==> run_1/clocks.png <==
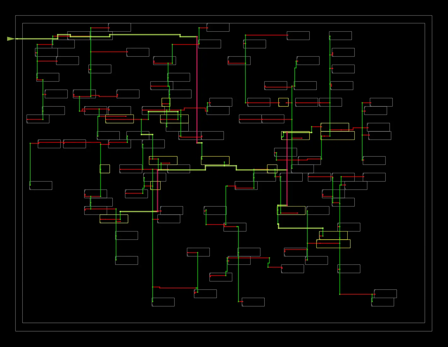
==> run_1/layer_met1.png <==
Supply wires on this layer in grey.
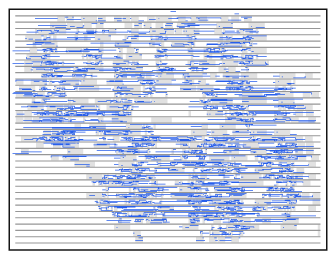
==> run_1/sizes.png <==
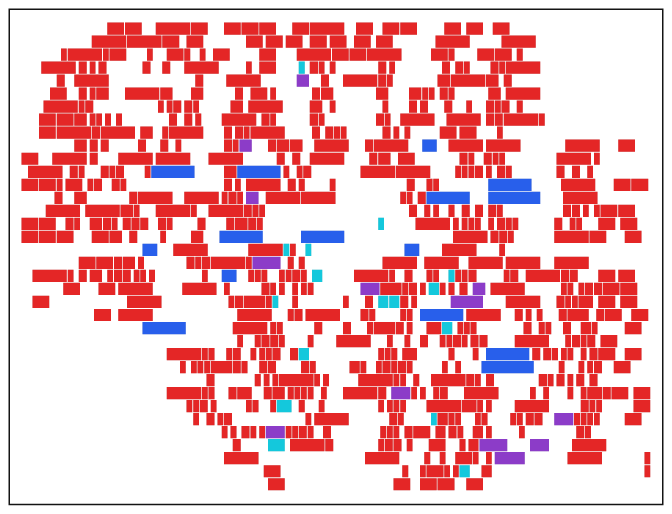
--- src/rtl/memory_stream_reader.sv ---
// Read-side initiator: sweeps len words from baseAdr (wrapping) out of a 1-cycle-latency
// memory and presents them in order on a valid/ready stream through a 2-entry skid buffer.
module memory_stream_reader #(
    parameter int WordSize  = 32,
    parameter int WordCount = 128,
    localparam int AW = (WordCount > 1) ? $clog2(WordCount) : 1
) (
    input  logic                clk,
    input  logic                rst,
    input  logic                start,
    input  logic [AW-1:0]       baseAdr,
    input  logic [AW:0]         len,
    output logic [AW-1:0]       memAdr,
    output logic                memWrite,
    output logic                memClr,
    input  logic [WordSize-1:0] memData,
    output logic [WordSize-1:0] outData,
    output logic                outValid,
    input  logic                outReady,
    output logic                busy,
    output logic                done
);

    typedef enum logic [1:0] {
        IDLE  = 2'd0,
        RUN   = 2'd1,
        DRAIN = 2'd2
    } state_t;

    localparam logic [AW:0]   LenMax  = (AW+1)'(WordCount);
    localparam logic [AW-1:0] LastAdr = AW'(WordCount - 1);

    state_t              state_r;
    state_t              stateNext_s;
    logic                accept_s;
    logic                busyNext_s;
    logic                doneNext_s;
    logic [AW:0]         toIssue_r;
    logic [AW:0]         toSend_r;
    logic                inFlight_r;
    logic [WordSize-1:0] slot1_r;
    logic [1:0]          occ_r;
    logic [1:0]          occNext_s;
    logic [AW:0]         lenEff_s;
    logic                pop_s;
    logic                issue_s;

    assign memWrite = 1'b0;
    assign memClr   = 1'b0;

    assign lenEff_s  = (len > LenMax) ? LenMax : len;
    assign pop_s     = outValid & outReady;
    // Occupancy after this edge if no new issue; an issue is safe only if it leaves room for its word.
    assign occNext_s = occ_r + {1'b0, inFlight_r} - {1'b0, pop_s};
    assign issue_s   = (state_r == RUN) && (toIssue_r != {(AW+1){1'b0}}) && (occNext_s <= 2'd1);

    // Next-state and registered-output decode for the sweep controller.
    always_comb begin
        stateNext_s = state_r;
        accept_s    = 1'b0;
        busyNext_s  = busy;
        doneNext_s  = 1'b0;
        case (state_r)
            IDLE: begin
                if (start) begin
                    if (lenEff_s != {(AW+1){1'b0}}) begin
                        accept_s    = 1'b1;
                        busyNext_s  = 1'b1;
                        stateNext_s = RUN;
                    end else begin
                        doneNext_s  = 1'b1;
                    end
                end else begin
                    stateNext_s = IDLE;
                end
            end
            RUN: begin
                if (issue_s && (toIssue_r == (AW+1)'(1))) begin
                    stateNext_s = DRAIN;
                end else begin
                    stateNext_s = RUN;
                end
            end
            DRAIN: begin
                if (toSend_r == {(AW+1){1'b0}}) begin
                    doneNext_s  = 1'b1;
                    busyNext_s  = 1'b0;
                    stateNext_s = IDLE;
                end else begin
                    stateNext_s = DRAIN;
                end
            end
            default: begin
                busyNext_s  = 1'b0;
                stateNext_s = IDLE;
            end
        endcase
    end

    // State register, address/counter tracking and skid buffer update.
    always_ff @(posedge clk) begin
        if (!rst) begin
            state_r    <= IDLE;
            busy       <= 1'b0;
            done       <= 1'b0;
            memAdr     <= {AW{1'b0}};
            toIssue_r  <= {(AW+1){1'b0}};
            toSend_r   <= {(AW+1){1'b0}};
            inFlight_r <= 1'b0;
            outData    <= {WordSize{1'b0}};
            slot1_r    <= {WordSize{1'b0}};
            occ_r      <= 2'd0;
            outValid   <= 1'b0;
        end else begin
            state_r    <= stateNext_s;
            busy       <= busyNext_s;
            done       <= doneNext_s;
            inFlight_r <= issue_s;
            if (accept_s) begin
                memAdr    <= baseAdr;
                toIssue_r <= lenEff_s;
                toSend_r  <= lenEff_s;
            end else begin
                if (issue_s) begin
                    memAdr    <= (memAdr == LastAdr) ? {AW{1'b0}} : memAdr + AW'(1);
                    toIssue_r <= toIssue_r - (AW+1)'(1);
                end
                if (pop_s) begin
                    toSend_r <= toSend_r - (AW+1)'(1);
                end
            end
            // Head register is outData; the second entry only fills when the head is occupied.
            case ({inFlight_r, pop_s})
                2'b10: begin
                    if (occ_r == 2'd0) begin
                        outData <= memData;
                    end else begin
                        slot1_r <= memData;
                    end
                end
                2'b01: begin
                    outData <= slot1_r;
                end
                2'b11: begin
                    if (occ_r == 2'd1) begin
                        outData <= memData;
                    end else begin
                        outData <= slot1_r;
                        slot1_r <= memData;
                    end
                end
                default: begin
                end
            endcase
            occ_r    <= occNext_s;
            outValid <= (occNext_s != 2'd0);
        end
    end

endmodule

--- config.mk ---
export PLATFORM = sky130hd
export DESIGN_NAME = memory_stream_reader
export DESIGN_NICKNAME = d
export VERILOG_FILES = /design/src/rtl/memory_stream_reader.sv
export SDC_FILE = /design/constraint.sdc
export NUM_CORES = 1
export LEC_CHECK = 0
export ABC_AREA = 1
export ABC_CLOCK_PERIOD_IN_PS = 4200
export CORE_ASPECT_RATIO = 0.75
export CORE_MARGIN = 2
export CORE_UTILIZATION = 35
export CTS_CLUSTER_SIZE = 24
export DETAILED_ROUTE_END_ITERATION = 8
export SLEW_MARGIN = 25
export SYNTH_ARGS = -nofsm -noshare
export SYNTH_HDL_FRONTEND = slang
export SYNTH_SLANG_ARGS = --single-unit
export TNS_END_PERCENT = 10
--- constraint.sdc ---
create_clock -name clk -period 4.2 [get_ports clk]
set_input_delay 1.05 -clock clk [delete_from_list [all_inputs] [get_ports clk]]
set_output_delay 1.05 -clock clk [all_outputs]
set_load 0.005 [all_outputs]
==> out/results.ini, run 1 <==
[status]
status=completed

[clock_tree]
postCtsHoldBufs=0
max-clock-path-buffers=2
cts-root-buf=clkbuf_16
path_clk_slew_ns=0.07
cts_resized=0

[global_routing]
grt_max_degree=59
grt_remaining_overflow=0
grt_pass1_wl_mm=18.9
grtUsageTotal_pct=16.8

[setup_path]
critical-path-top-cell-by-count=inv_2
required_ns=4.40
rrSetupSlack_ns=2.04
cp_cell_sequence=clkdlybuf4s50_1 > nand2_4 > inv_2 > nand2_2 > inv_2 > nand2_1 > o211ai_1 > a21oi_1
worst_setup_path_end_kind=register
endpoint=outData[11]
cp_max_fo=58

[sta]
final_hold_viol_count=0
fin_tns_setup_ns=0
tightestPinTransition_ns=0.931
hold_slack_ns=0.454
rsz0062_at_grt=no
setup_viol=0

[route]
detail_route.first_pass.iterations=5
wire_per_inst_um=12.9
drt-initial-drc-count=276
routed_wl_mm=11.6
vias=4361

[finish]
layout_top_cell=nand2_1
drive_gt1_share_pct=6.03
nets=781

[placement]
portBuffers=92

[logic_synthesis]
synth_warnings=0
yosysUniqueCellTypes=32
ys_seq_share_pct=41.5

[floorplanning]
rows=36
die_x_um=136
io_pins=95

[pwr]
combPwrFrac_pct=30.1

Back to the opening pictures, clocks.png:
TritonCTS Buffers: 9
# clk buffers: 9
Clock Power: 0.907 mW
Sink Count: 95

Back to the opening pictures, layer_met1.png:
main direction: horizontal
wire length on this layer: 5700 µm
nets with wire on the layer: 704

Back to the opening pictures, sizes.png:
| colour | size | cells |
|---|---|---|
| cyan | _2 cells | 16 |
| red | _0 and _1 cells | 686 |
| purple | _3 and _4 cells | 13 |
| blue | _6 and larger | 15 |

[run 1: per-stage QoR]
| stage | setup slack (ns) | util (%) | instances |
|---|---|---|---|
| after floorplan | 1.87 | - | 652 |
| after global placement | 1.05 | 43.1 | 885 |
| after detailed placement | 0.998 | 43.1 | 885 |
| after CTS | 1.35 | 45.6 | 901 |
| after global routing | 1.07 | 45.6 | 901 |
| final | 1.35 | 45.6 | 901 |
[run 1: worst max-delay path, delay by kind of cell]
kind,cells,cell delay (ns)
buffers and inverters,3,1.34
AND/OR/NAND/NOR,3,0.38
AND-OR/OR-AND,2,0.24
[run 1: Yosys cell counts]
master / n / area (µm²)
nand3_4: 1 / 17.5
a21oi_1: 73 / 365
buf_6: 5 / 56.3
inv_2: 7 / 26.3
xnor2_1: 3 / 26.3
xor2_1: 3 / 26.3
o21ai_1: 5 / 25.0
o211ai_1: 27 / 203
nand2_2: 1 / 6.26
inv_1: 66 / 248
nand2_4: 4 / 45.0
and2_0: 1 / 6.26
clkbuf_1: 10 / 37.5
conb_1: 1 / 3.75
nor2_2: 4 / 25.0
o21ai_0: 51 / 255
buf_2: 13 / 65.1
nor3b_4: 1 / 18.8
nand3_1: 41 / 205
nor2_1: 66 / 248
nand3_2: 1 / 10.0
dfxtp_1: 95 / 1900
nor3_4: 1 / 16.3
buf_4: 5 / 37.5
nor2_4: 1 / 11.3
o21ai_4: 1 / 16.3
nand2_1: 149 / 559
ha_1: 5 / 62.6
nor3_1: 1 / 5.00
a21oi_2: 1 / 8.76
or2_2: 2 / 12.5
nand4_1: 6 / 37.5
[run 1: power groups by stage]
stage / registers [mW] / logic (mW) / clock network [mW]
global placement: 1.16 / 0.863 / 0
global route: 1.15 / 1.01 / 0.962
detailed placement: 1.16 / 0.879 / 0
floorplan: 1.15 / 0.575 / 0
finish: 1.14 / 0.879 / 0.907
CTS: 1.14 / 0.883 / 0.931
[run 1: final cells by class]
class / count / area [µm²]
fill: 1318 / 7000
multi-input combinational: 451 / 2220
sequential: 95 / 1900
timing repair buffer: 95 / 943
inverter: 73 / 274
clock buffer: 9 / 225
tap: 171 / 214
clock inverter: 7 / 103
[run 1: sequential cells by signal, summed over array words and instances (netlist names), 2 cells and up]
register	flops
occ_r	2
memAdr	7
toSend_r	8
state_r	2
toIssue_r	8
outData	32
slot1_r	32
[run 1: worst min-delay path by stage]
stage | endpoint | cells past startpoint
after floorplan | slot1_r[10] | 2
after global placement | slot1_r[29] | 2
after detailed placement | slot1_r[29] | 2
after CTS | slot1_r[29] | 2
after global routing | slot1_r[9] | 2
final | slot1_r[29] | 2
[run 1: layer usage]
| layer | global-route usage, % | up-vias | share of wire, % |
|---|---|---|---|
| met3 | 4.23 | 11 | 5.8 |
| met1 | 22.2 | 1981 | 49 |
| met5 | 0 | - | 0 |
| met2 | 27.7 | 114 | 44 |
| met4 | 4.09 | 0 | 0.90 |
| li1 | - | 2255 | - |
[run 1: kinds of logic after synthesis]
kind of cell	share of synthesized area [%]
buffers and inverters	10.3
adder cells (fa/ha/maj)	1.36
other	0.0817
flip-flops	41.5
AND/OR/NAND/NOR	26.7
XOR/XNOR	1.15
AND-OR/OR-AND	19.0
==> run 1 -> run 2 <==
- ABC_CLOCK_PERIOD_IN_PS: 4200 -> 2630
- clock period: 4.2 -> 2.63 ns (I/O delays scaled with it)
==> run 2 against run 1 <==
Net effect:
- via count increased by 2.9%
- utilization grew 1.0 points
- hold slack lost 0.0012 ns
- die area is the same
- synthesized area did not move
- largest cell class unchanged
==> out/results.ini, run 2 <==
[finish]
final_area_mm2=0.00601
drive_gt1_share_pct=7.55
nets=793
fillers=1284
top_regs=outData (32), slot1_r (32)
layout_top_cell=nand2_1
layout_top_cells=149 x nand2_1, 95 x dfxtp_1, 92 x clkdlybuf4s50_1
layout.cells.non_filler=913

[clock_tree]
cts-root-buf=clkbuf_16
path_clk_slew_ns=0.06
cts_buffers=9
cts_tree=yes
cts_resized=0
postCtsHoldBufs=0
cts_setup_buffers=0
cts_sinks=95
max-clock-path-buffers=2

[global_routing]
grtUsageTotal_pct=17.2
grt_remaining_overflow=0
antenna_found_initial=0
grt_max_degree=60
grt_pass1_wl_mm=19.3

[floorplanning]
die_x_um=136
rows=36
coreArea_mm2=0.0129
io_pins=95

[logic_synthesis]
area_leaders=dfxtp_1 41%, nand2_1 12%, a21oi_1 8.0%
yosys_cells=651
async_reset_ff_share_pct=0
synth_warnings=0
synth-main-ff-cell=dfxtp_1
yosys.area.top_type=dfxtp_1
ys_seq_share_pct=41.5
synth_dominant_cell_count=nand2_1
top_cell_area_share_pct=41.5
numSynthFlops=95
avgSynthCellArea_um2=7.05
yosysUniqueCellTypes=32
edf_count=0
common_cells=149 x nand2_1, 95 x dfxtp_1, 73 x a21oi_1, 66 x inv_1, 66 x nor2_1
ys_chip_area_mm2=0.00459

[sta]
final_hold_viol_count=0
fin_tns_setup_ns=0
fmax_mhz=437
post-route-period-util_pct=87.0
rsz0062_at_grt=no
setup_viol=0

[run]
maxCapViolations=0

[placement]
globalplace.congestion=0.873
place_inst=897
post-dp-hpwl_mm=8.61
placed_cell_area_mm2=0.00568
portBuffers=92

[setup_path]
crit_arrival_ns=2.52
crit_type=in -> reg
cp_max_fo=10
slowest_stage=clkdlybuf4s50_1
worst_setup_path_end_kind=register
critical-path-top-cell-by-count=nand2_1
required_ns=2.86
cp_cell_sequence=clkdlybuf4s50_1 > nand3_2 > nand2_1 > ha_1 > inv_1 > nand2_1 > nand2_1 > nand2_1 > nand2_1 > inv_1 > nand2_4 > nand2_4 > inv_2 > nor2_1 > nor2_1

[route]
postRouteAntennaNets=0
routed_wl_mm=11.8
drt-initial-drc-count=274
wire_per_inst_um=12.9
detail_route.first_pass.iterations=5
remaining_drc_errors=0
vias=4486

[pwr]
fin_total_pwr_mw=4.70

[hold_path]
holdCritPathClass=reg -> reg

[status]
status=completed

-- run 2: cell count changes in the layout (fill, tap and decap cells not counted), sizes merged --
| cell | before | now |
|---|---|---|
| buf | 3 | 15 |
| clkbuf | 9 | 10 |
| inv | 77 | 74 |
| clkinvlp | 1 | 2 |
| clkinv | 0 | 1 |
-- run 2: cell families after synthesis --
family / share of synthesized area [%]
AND/OR/NAND/NOR: 26.7
AND-OR/OR-AND: 19.0
buffers and inverters: 10.3
flip-flops: 41.5
XOR/XNOR: 1.15
adder cells (fa/ha/maj): 1.36
other: 0.0817
-- run 2: worst paths after layout --
| check | from | end | slack (ns) | cells past startpoint |
|---|---|---|---|---|
| worst max-delay path | outReady | toIssue_r[2] | 0.34 | 15 |
| worst min-delay path | slot1_r[0] | slot1_r[0] | 0.45 | 2 |
| worst max register to register | occ_r[0] | toIssue_r[3] | 0.73 | 14 |
| worst min register to register | slot1_r[0] | slot1_r[0] | 0.45 | 2 |
-- run 2: cell type report --
type	count	area [µm²]	area share, %
Clock buffer	10	239	3.98
Tap cell	171	214	3.56
Clock inverter	6	92.6	1.54
Multi-Input combinational cell	451	2220	36.9
Timing Repair Buffer	107	1070	17.8
Inverter	73	274	4.56
Sequential cell	95	1900	31.6
-- run 2: stage by stage --
step	hold WS [ns]	utilization (%)	setup slack (ns)
2_1_floorplan	0.430	-	0.691
3_3_place_gp	0.439	44.1	0.0714
3_5_place_dp	0.443	44.1	-0.00412
4_1_cts	0.453	46.7	0.363
5_1_grt	0.476	46.7	0.140
6_report	0.452	46.7	0.341
-- run 2: worst max-delay path: cells and delay by family --
kind	cells	cell delay, ns
buffers and inverters	4	0.82
adder cells (fa/ha/maj)	1	0.18
AND/OR/NAND/NOR	10	0.88
-- run 2: metal layers --
metal | vias up | GRT usage [%] | wire, µm
li1 | 2285 | - | -
met1 | 2064 | 24.3 | 5790
met2 | 126 | 26.4 | 5210
met3 | 11 | 4.28 | 674
met4 | 0 | 4.25 | 123
met5 | - | 0 | 0
-- run 2: where the power goes --
part           switching, mW  total (mW)  internal [mW]  leakage (nW)
Combinational          0.788        1.45          0.663          1.43
Sequential             0.161        1.83           1.66         0.774
Clock                  0.563        1.43          0.864         0.155
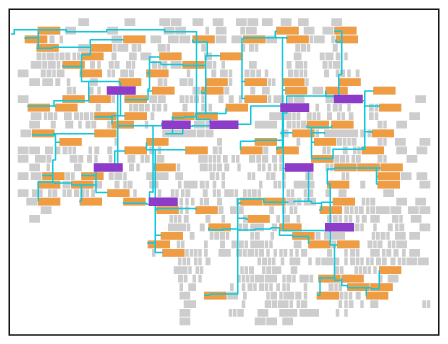
(run_2/clk_routes.png)
[orange] flip-flops | count: 95
[purple] clock drivers | count: 9
[cyan] clock wires | length: 1170 µm
routed clock nets: 10

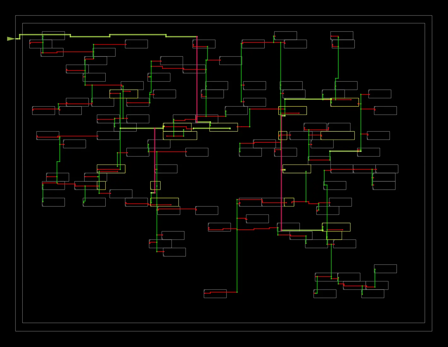
(run_2/clocks.png)
Seq cells: 95
# clk buffers: 10
clk latency late pin: 0.34 ns
Clock Power: 1.43 mW
skew final: 0.00809 ns

==> run 2 -> run 3 <==
==> constraint.sdc (replaced) <==
create_clock -name clk -period 2.63 [get_ports clk]
set_input_delay 0.6575 -clock clk [delete_from_list [all_inputs] [get_ports clk]]
set_output_delay 0.6575 -clock clk [all_outputs]
set_load 0.1 [all_outputs]
==> run 3 against run 2 <==
Net effect:
- register-to-register slack is essentially flat
- non-clock buffer count is the same
- via count down 1.1%
- critical path depth stayed put
- first-iteration DRC count fell by 15%
- routed wire length grew 1.1%
- sequential share of layout area up 0.80 points
- clock skew decreased by 0.0019 ns
- maximum frequency decreased by 1.2%
- sequential cell count stayed put
==> out/results.ini, run 3 <==
[status]
status=completed

[setup_path]
worst_setup_path_end_kind=register
critical-path-top-cell-by-count=nand2_1
rrSetupSlack_ns=0.72
cp_cell_sequence=clkdlybuf4s50_1 > nand3_2 > nand2_1 > ha_1 > inv_1 > nand2_1 > nand2_1 > nand2_1 > nand2_1 > inv_1 > nand2_4 > nand2_4 > inv_2 > nor2_1 > nor2_1
required_ns=2.86
slowest_stage=clkdlybuf4s50_1
cp_max_fo=10
critical-path-top-delay-family=simple AND/OR/NAND/NOR gates
crit_buf_inv=4
crit_arrival_ns=2.55
r2r-end=toIssue_r[6]
crit_type=in -> reg

[logic_synthesis]
yosysUniqueCellTypes=32
numSynthFlops=95
avgSynthCellArea_um2=7.05
edf_count=0
ys_chip_area_mm2=0.00459
async_reset_ff_share_pct=0
yosys.area.top_type=dfxtp_1
common_cells=149 x nand2_1, 95 x dfxtp_1, 73 x a21oi_1, 66 x inv_1, 66 x nor2_1
synth_dominant_cell_count=nand2_1
area_leaders=dfxtp_1 41%, nand2_1 12%, a21oi_1 8.0%
top_cell_area_share_pct=41.5
ys_seq_share_pct=41.5
synth_warnings=0
synth-main-ff-cell=dfxtp_1

[placement]
place_inst=897
post-dp-hpwl_mm=8.62
globalplace.congestion=0.890
portBuffers=92

[hold_path]
holdCritPathClass=reg -> reg
min-delay-start=slot1_r[3]
hold_depth=2
hold_path_end=slot1_r[3]

[sta]
final_hold_viol_count=0
fmax_mhz=432
rsz0062_at_grt=no
setup_slack_ns=0.314
setup_viol=0

[clock_tree]
cts-root-buf=clkbuf_16
clk_latency_ns=0.34
max-clock-path-buffers=2
cts_resized=0
cts_setup_buffers=0
cts_tree=yes
path_clk_slew_ns=0.06

[floorplanning]
io_pins=95
rows=36
coreArea_mm2=0.0129
die-height_um=103
die_x_um=136

[finish]
layout_top_cell=nand2_1
drive_gt1_share_pct=13.1
nets=793
layout_top_cells=149 x nand2_1, 95 x dfxtp_1, 73 x a21oi_1
top_regs=outData (32), slot1_r (32)
fillers=1307
final_util_pct=45.5
layout.cells.non_filler=913

[route]
postRouteAntennaNets=0
vias=4437
detail_route.first_pass.iterations=4

[global_routing]
gr-usage-met1_pct=23.8
grt_max_degree=60
grt_pass1_wl_mm=19.3
grt_remaining_overflow=0
use_met2_pct=26.5
busiest_layer=met2
grtUsageTotal_pct=17.3
use_met3_pct=4.77

[pwr]
p_switching_mw=2.37
seqPwrFrac_pct=34.3
clock_power_share_pct=22.9
combPwrFrac_pct=42.9

[run 3: per-stage QoR]
step	TNS [ns]	total power, mW	instance area, µm²	hold WS, ns
6_report	0	5.33	5860	0.451
5_1_grt	0	5.65	5860	0.473
4_1_cts	0	5.37	5860	0.452
3_5_place_dp	-0.0297	4.14	5590	0.443
3_3_place_gp	0	4.11	5590	0.439
2_1_floorplan	0	3.60	4590	0.430
[run 3: power by group through the flow]
| stage | Clock, mW | Combinational (mW) | Sequential (mW) |
|---|---|---|---|
| final | 1.22 | 2.28 | 1.83 |
| after detailed placement | 0 | 2.29 | 1.85 |
| after global placement | 0 | 2.26 | 1.85 |
| after global routing | 1.31 | 2.49 | 1.85 |
| after CTS | 1.25 | 2.30 | 1.82 |
| after floorplan | 0 | 0.931 | 2.67 |
[run 3: tightest hold or removal path, delay by kind of cell (launching register included)]
kind	cells	cell delay [ns]
DFF	1	0.30
buffers and inverters	1	0.06
AOI/OAI and AO/OA	1	0.05
[run 3: logic make-up (layout without fill, tap and decap cells)]
logic type,after synthesis,in the layout,synth area share (%)
DFF,95,95,41.5
AOI/OAI and AO/OA,158,158,19.0
other,1,2,0.0817
buffers and inverters,106,196,10.3
and+or+nand+nor,280,280,26.7
adders and majority gates,5,5,1.36
xor gates and xnor gates,6,6,1.15
[run 3: area by class of cell]
cell class / count / area (µm²) / area share [%]
Timing Repair Buffer: 107 / 978 / 16.7
Tap cell: 171 / 214 / 3.65
Clock inverter: 5 / 33.8 / 0.576
Multi-Input combinational cell: 451 / 2220 / 37.8
Sequential cell: 95 / 1900 / 32.4
Inverter: 73 / 274 / 4.67
Clock buffer: 11 / 243 / 4.14
[run 3: metal layers]
metal,routed length [µm],vias up
met4,148,0
met3,698,11
met1,5930,2027
met5,0,-
li1,-,2281
met2,5140,118
[run 3: worst max path at each step]
stage               cells after the start      from            to
finish                                 15  outReady  toIssue_r[2]
global route                           15  outReady  toIssue_r[6]
floorplan                              14  outValid  toIssue_r[3]
detailed placement                     15  outReady  toIssue_r[2]
CTS                                    15  outReady  toIssue_r[2]
global placement                       15  outReady  toIssue_r[3]
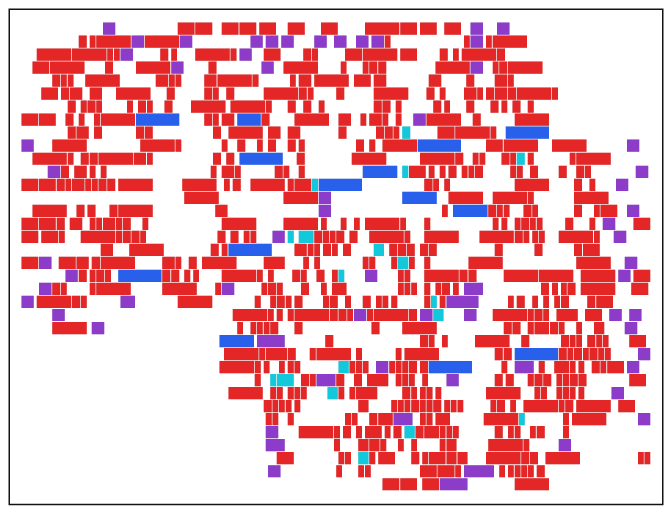
(run_3/sizes.png)
| colour | size | cells |
|---|---|---|
| purple | _3 and _4 cells | 65 |
| cyan | _2 cells | 18 |
| blue | _6 and larger | 14 |
| red | _0 and _1 cells | 645 |

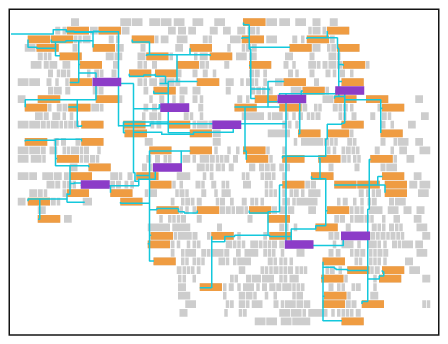
(run_3/clk_routes.png)
[orange] flip-flops | count: 95
[purple] clock drivers | count: 9
[cyan] clock wires | length: 1210 µm
flops lie: widely spread

No activity file was given, so power comes from the tool's default toggle rates.
